## src/rtl/engine_clause_receiver.sv

```systemverilog
// Engine-side clause receiver: FWFT clause FIFO with registered
// backpressure, flush, overflow flag and chosen-UC latch.
module engine_clause_receiver #(
  parameter int LIT_IDX_MAX = 1024,
  parameter int VAR_W       = $clog2(LIT_IDX_MAX) + 1,
  parameter int CLA_LENGTH  = 3,
  parameter int DEPTH       = 8,
  parameter int SKID        = 1,
  localparam int CLW        = CLA_LENGTH * VAR_W,
  localparam int AW         = $clog2(DEPTH),
  localparam int CW         = AW + 1
) (
  input  logic           clock,
  input  logic           reset,
  input  logic           grant_in,
  input  logic [CLW-1:0] clause_in,
  output logic           full_out,
  input  logic [VAR_W-1:0] chosen_uc_in,
  input  logic           chosen_uc_valid_in,
  input  logic           flush_in,
  output logic [CLW-1:0] clause_out,
  output logic           clause_valid_out,
  input  logic           clause_ready_in,
  output logic [VAR_W-1:0] uc_out,
  output logic           uc_valid_out,
  output logic [CW-1:0]  count_out,
  output logic           overflow_err_out
);

  logic [CLW-1:0]   mem_q [DEPTH];
  logic [AW-1:0]    wr_ptr_q, wr_ptr_d;
  logic [AW-1:0]    rd_ptr_q, rd_ptr_d;
  logic [CW-1:0]    count_q, count_d;
  logic             full_q, full_d;
  logic             ovf_q, ovf_d;
  logic [VAR_W-1:0] uc_q, uc_d;
  logic             uc_vld_q, uc_vld_d;

  logic push;
  logic pop;
  logic drop;
  logic mem_we;

  // Head of queue is shown straight from storage (first-word fall-through).
  assign clause_valid_out = (count_q != '0);
  assign clause_out       = mem_q[rd_ptr_q];
  assign full_out         = full_q;
  assign count_out        = count_q;
  assign overflow_err_out = ovf_q;
  assign uc_out           = uc_q;
  assign uc_valid_out     = uc_vld_q;

  // FIFO next state; a flush wins over any push or pop in the same cycle.
  always_comb begin
    pop      = clause_valid_out & clause_ready_in;
    push     = grant_in & ((count_q < CW'(DEPTH)) | pop);
    drop     = grant_in & ~push;
    mem_we   = 1'b0;
    wr_ptr_d = wr_ptr_q;
    rd_ptr_d = rd_ptr_q;
    count_d  = count_q;
    full_d   = full_q;
    ovf_d    = ovf_q;
    if (flush_in) begin
      wr_ptr_d = '0;
      rd_ptr_d = '0;
      count_d  = '0;
      full_d   = 1'b0;
    end else begin
      mem_we   = push;
      wr_ptr_d = wr_ptr_q + AW'(push);
      rd_ptr_d = rd_ptr_q + AW'(pop);
      count_d  = count_q + CW'(push) - CW'(pop);
      full_d   = (count_d >= CW'(DEPTH - SKID));
      ovf_d    = ovf_q | drop;
    end
  end

  // Chosen unit clause latch with a one-cycle new-value pulse.
  always_comb begin
    uc_d     = uc_q;
    uc_vld_d = chosen_uc_valid_in;
    if (chosen_uc_valid_in) begin
      uc_d = chosen_uc_in;
    end
  end

  // Control state registers with synchronous reset.
  always_ff @(posedge clock) begin
    if (reset) begin
      wr_ptr_q <= '0;
      rd_ptr_q <= '0;
      count_q  <= '0;
      full_q   <= 1'b0;
      ovf_q    <= 1'b0;
      uc_q     <= '0;
      uc_vld_q <= 1'b0;
    end else begin
      wr_ptr_q <= wr_ptr_d;
      rd_ptr_q <= rd_ptr_d;
      count_q  <= count_d;
      full_q   <= full_d;
      ovf_q    <= ovf_d;
      uc_q     <= uc_d;
      uc_vld_q <= uc_vld_d;
    end
  end

  // Clause storage; not cleared by reset, occupancy tracks validity.
  always_ff @(posedge clock) begin
    if (mem_we) begin
      mem_q[wr_ptr_q] <= clause_in;
    end
  end

endmodule

```

## config.mk

```make
export PLATFORM = sky130hd
export DESIGN_NAME = engine_clause_receiver
export DESIGN_NICKNAME = d
export VERILOG_FILES = /design/src/rtl/engine_clause_receiver.sv
export SDC_FILE = /design/constraint.sdc
export NUM_CORES = 1
export LEC_CHECK = 0
export CAP_MARGIN = 20
export CORE_MARGIN = 2
export CORE_UTILIZATION = 61
export CTS_CLUSTER_SIZE = 25
export DETAILED_ROUTE_END_ITERATION = 10
export GPL_TIMING_DRIVEN = 0
export PLACE_DENSITY = 0.84
export SYNTH_ARGS = -nofsm -noshare
export SYNTH_HDL_FRONTEND = slang
export SYNTH_SLANG_ARGS = --single-unit
```

## constraint.sdc

```tcl
create_clock -name clock -period 9.4 [get_ports clock]
set_clock_uncertainty 0.15 [all_clocks]
set_input_delay 1.88 -clock clock [delete_from_list [all_inputs] [get_ports clock]]
set_output_delay 1.88 -clock clock [all_outputs]
set_load 0.01 [all_outputs]
```

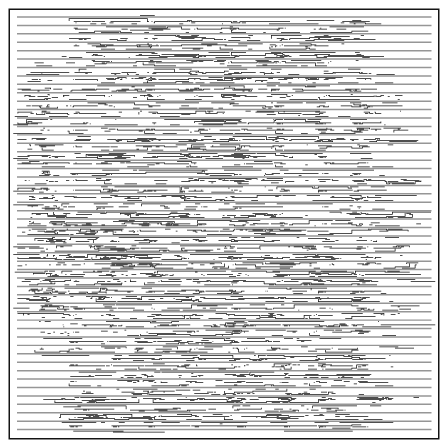
(run_1/met1.png)
Supply wires on this layer in gray.
- nets with wire on the layer: 668
- share of all routed wire: 38%

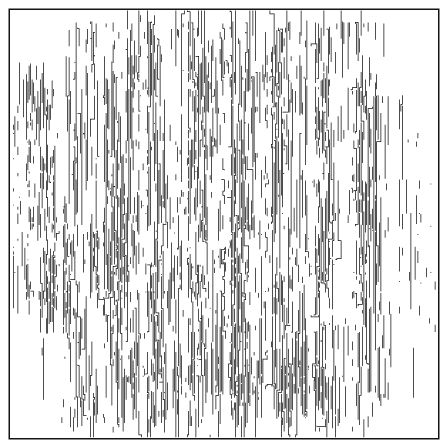
(run_1/met2.png)
- nets with wire on the layer: 673
- share of all routed wire: 50%
- main direction: vertical
- longest straight run: 70.0 microns
- wire length on this layer: 11900 microns

==> reports/metrics.cfg, run 1 <==
[outcome]
status = finished clean

[die]
taps = 229
initial_utilization = 0.616

[pwr]
pwr-share-clk = 0.383
powerDensity_mw_per_mm2 = 197
p_comb_frac = 0.081
pg_seq_mw = 1.43
swShare = 0.207
finalPower_mw = 2.67

[synth]
top_cell = edfxtp_1
synthArstFlopShare = 0
simple_gate_share = 0.0214
yosys_warnings = 0
numSynthFlops = 288
ys_cells = 488

[worst_setup_path]
crit_end = clause_out[7]
cp.required_ns = 7.37

[cells_and_area]
final_cell_area_sq_mm = 0.0135
combGateArea_sq_mm = 0.00249
fill_cells = 884
buf_share = 0.109
comb_share = 0.184
nClkBuffers = 32
fin_util = 0.757
n_antenna_cell = 1
largest_reg_flops = 264
comb.multi_input.count = 172

[routing]
dr_wl_met2_microns = 11900
wl_met3_microns = 1930
top_layer_used = met4
drc = 0

[hold_path]
worstHoldStart = uc_out[2]$_SDFFE_PP0P_
min_path_cells = 2
min_to = uc_out[2]$_SDFFE_PP0P_

[sta]
tns_ns = 0
rsz0062_at_grt = false
min_period_ns = 5.09
setup_ws_ns = 4.31
relSlewSlack = 0.357
max_freq_ghz = 0.197

[clocking]
htree_levels = 1
clock_sinks = 288

[place]
dpl.cell_count = 853

[global_route]
antenna_found_initial = 0

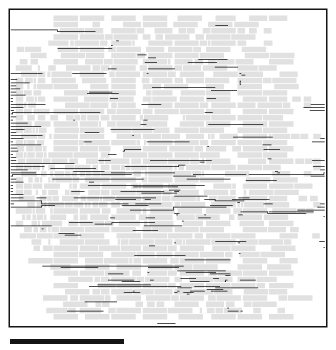
(run_1/met3.png)
Bar = 50 microns. Cells faint in the background.
- longest straight run: 61.6 microns
- share of all routed wire: 8.1%
DRT Wirelength: 23800 microns
DR vias: 5629
met3 Use GR: 0.0540

## Run 2: what changed since run 1
--- a/config.mk
+++ b/config.mk
@@ -7,11 +7,11 @@
 export LEC_CHECK = 0
 export CAP_MARGIN = 20
 export CORE_MARGIN = 2
-export CORE_UTILIZATION = 61
+export CORE_UTILIZATION = 57
 export CTS_CLUSTER_SIZE = 25
 export DETAILED_ROUTE_END_ITERATION = 10
 export GPL_TIMING_DRIVEN = 0
-export PLACE_DENSITY = 0.84
+export PLACE_DENSITY = 0.79
 export SYNTH_ARGS = -nofsm -noshare
 export SYNTH_HDL_FRONTEND = slang
 export SYNTH_SLANG_ARGS = --single-unit
==> constraint.sdc (replaced) <==
create_clock -name clock -period 5 [get_ports clock]
set_clock_uncertainty 0.15 [all_clocks]
set_input_delay 1 -clock clock [delete_from_list [all_inputs] [get_ports clock]]
set_output_delay 1 -clock clock [all_outputs]
set_load 0.01 [all_outputs]
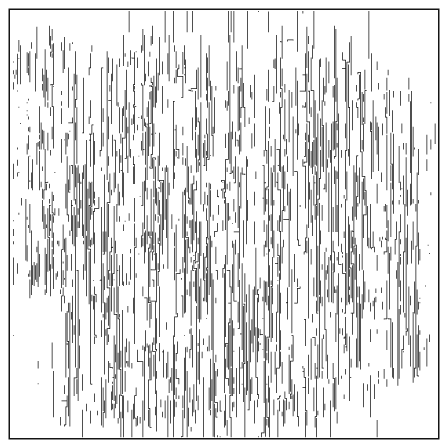
(run_2/met2.png)
DR vias: 5377
met2 Use GR: 0.375
DRT Wirelength: 21400 microns

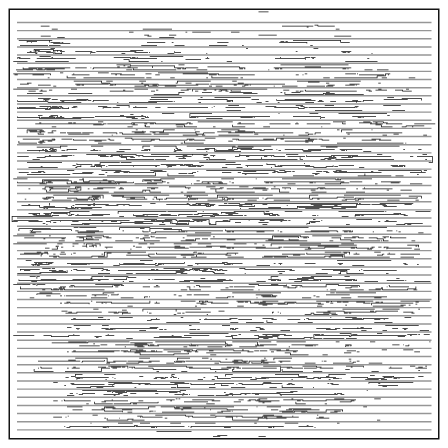
(run_2/met1.png)
Supply wires on this layer in gray.
- wire length on this layer: 8580 microns
- share of all routed wire: 40%
met1 Use GR: 0.300

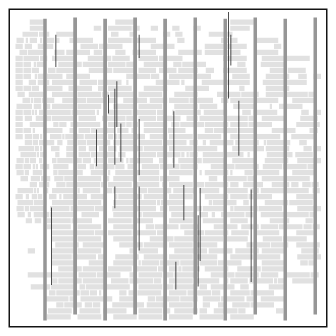
(run_2/met4.png)
Supply wires on this layer in gray. Cells faint in the background.
- main direction: vertical
- nets with wire on the layer: 12

==> reports/metrics.cfg, run 2 <==
[cells_and_area]
comb.multi_input.count = 172
combGateArea_sq_mm = 0.00250
nClkBuffers = 42
comb_share = 0.184
final_cell_area_sq_mm = 0.0136
mostFrequentLayoutCells = 264 x edfxtp_1, 101 x clkdlybuf4s50_1, 60 x mux4_2
fin_util = 0.722
final_layout_size_suffix_gt1_frac = 0.281
fill_cells = 1107
area_delta_synth_final_pct = 23.7
largest_reg_flops = 264

[sta]
min_period_ns = 4.13
max_freq_ghz = 0.242
rsz0062_at_grt = false
tns_ns = 0
setup_ws_ns = 0.871
relSlewSlack = 0.383

[routing]
drc = 0
viasPerCell = 5.76
top_layer_used = met4
wl_met3_microns = 1480
dr_wl_met2_microns = 10900

[pwr]
swShare = 0.205
ir_drop_uv = 281
pg_seq_mw = 2.68
finalPower_mw = 5.10
cellLeakagePower_nw = 4.41
p_comb_frac = 0.078
powerDensity_mw_per_mm2 = 375
pwr-share-clk = 0.396

[global_route]
antenna_found_initial = 1
grt_pass1_vias = 5867
use_met3 = 0.0439
grt_pass1_wl_microns = 33500

[worst_setup_path]
crit_fanout = 10
crit_end = clause_out[32]
cp.arrival_ns = 2.98
path_buffers = 3

[synth]
yosys_warnings = 0
syn_area_sq_mm = 0.0110
synthArstFlopShare = 0
mappedNetlistNets = 548
simple_gate_share = 0.0214
numSynthFlops = 288
ys_cells = 488
top_cell = edfxtp_1

[place]
dpl.cell_count = 879
dp_hpwl_microns = 14200
place_area_sq_mm = 0.0127

[die]
initial_utilization = 0.584
taps = 260

[outcome]
status = finished clean

[hold_path]
min_path_cells = 1
min_to = overflow_err_out$_SDFFE_PP0N_
worstHoldStart = overflow_err_out$_SDFFE_PP0N_

[clocking]
htree_levels = 1
clock_sinks = 288
cts.clk_slew.worst_paths_ns = 0.06

[run]
warning_count = 27

## Run 3: what changed since run 2
==> constraint.sdc (replaced) <==
create_clock -name clock -period 4.24 [get_ports clock]
set_clock_uncertainty 0.15 [all_clocks]
set_input_delay 0.848 -clock clock [delete_from_list [all_inputs] [get_ports clock]]
set_output_delay 0.848 -clock clock [all_outputs]
set_load 0.01 [all_outputs]
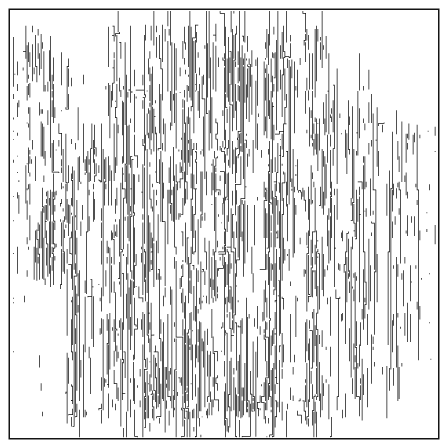
(run_3/met2.png)
DRT Wirelength: 22800 microns
DR vias: 5491
met2 Use GR: 0.392

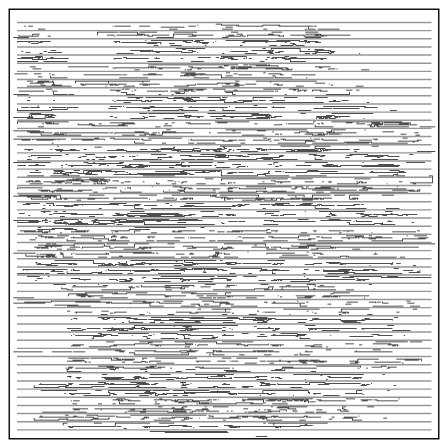
(run_3/met1.png)
Supply wires on this layer in gray.
met1 Use GR: 0.310

==> reports/metrics.cfg, run 3 <==
[global_route]
use_met3 = 0.0436
grt_pass1_wl_microns = 34500

[synth]
numSynthFlops = 288
ys_cells = 488
synth-main-ff-cell = edfxtp_1
synthArstFlopShare = 0
simple_gate_share = 0.0214
syn_area_sq_mm = 0.0110
mappedNetlistNets = 548
top_cell = edfxtp_1
yosys_warnings = 0

[clocking]
clock_sinks = 288
cts-root-buf = clkbuf_16
clockBufferDepth = 3
cts.clk_slew.worst_paths_ns = 0.06

[pwr]
swShare = 0.203
p_comb_frac = 0.078
power_combinational_uw = 473
pwr-share-clk = 0.402
ir_drop_uv = 360
cellLeakagePower_nw = 4.43
powerDensity_mw_per_mm2 = 445
pg_seq_mw = 3.16

[worst_setup_path]
critical_path_class = register to output pin
cp.arrival_ns = 3.05
cpPeakStageDelay_ns = 0.50
path_buffers = 3
crit_fanout = 10
cp.required_ns = 3.24
crit_end = clause_out[4]

[cells_and_area]
fill_cells = 1054
area_delta_synth_final_pct = 24.1
largest_reg_flops = 264
nClkBuffers = 40
comb.multi_input.count = 172
buf_share = 0.108
combGateArea_sq_mm = 0.00250
comb_share = 0.184
fin_util = 0.725
n_antenna_cell = 0

[sta]
relSlewSlack = 0.327
tns_ns = 0
setup_ws_ns = 0.190
min_period_ns = 4.05
rsz0062_at_grt = false

[routing]
viasPerCell = 5.90
dr_wl_met2_microns = 11800
wl_met3_microns = 1630
top_layer_used = met4
drc = 0

[die]
initial_utilization = 0.584
taps = 260

[hold_path]
min_path_cells = 2

[outcome]
status = finished clean

[run]
warning_count = 27

[place]
dp_hpwl_microns = 14500
place_area_sq_mm = 0.0127
dpl.cell_count = 879

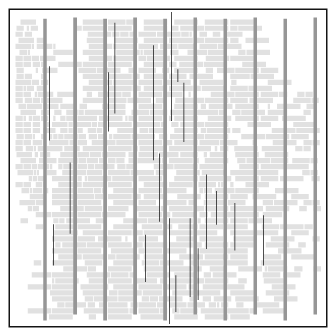
(run_3/met4.png)
Supply wires on this layer in gray. Cells faint in the background.
- nets with wire on the layer: 12
- wire length on this layer: 549 microns
- share of all routed wire: 2.4%
- longest straight run: 51.7 microns
- main direction: vertical

Power is estimated from default activity; no workload was simulated.
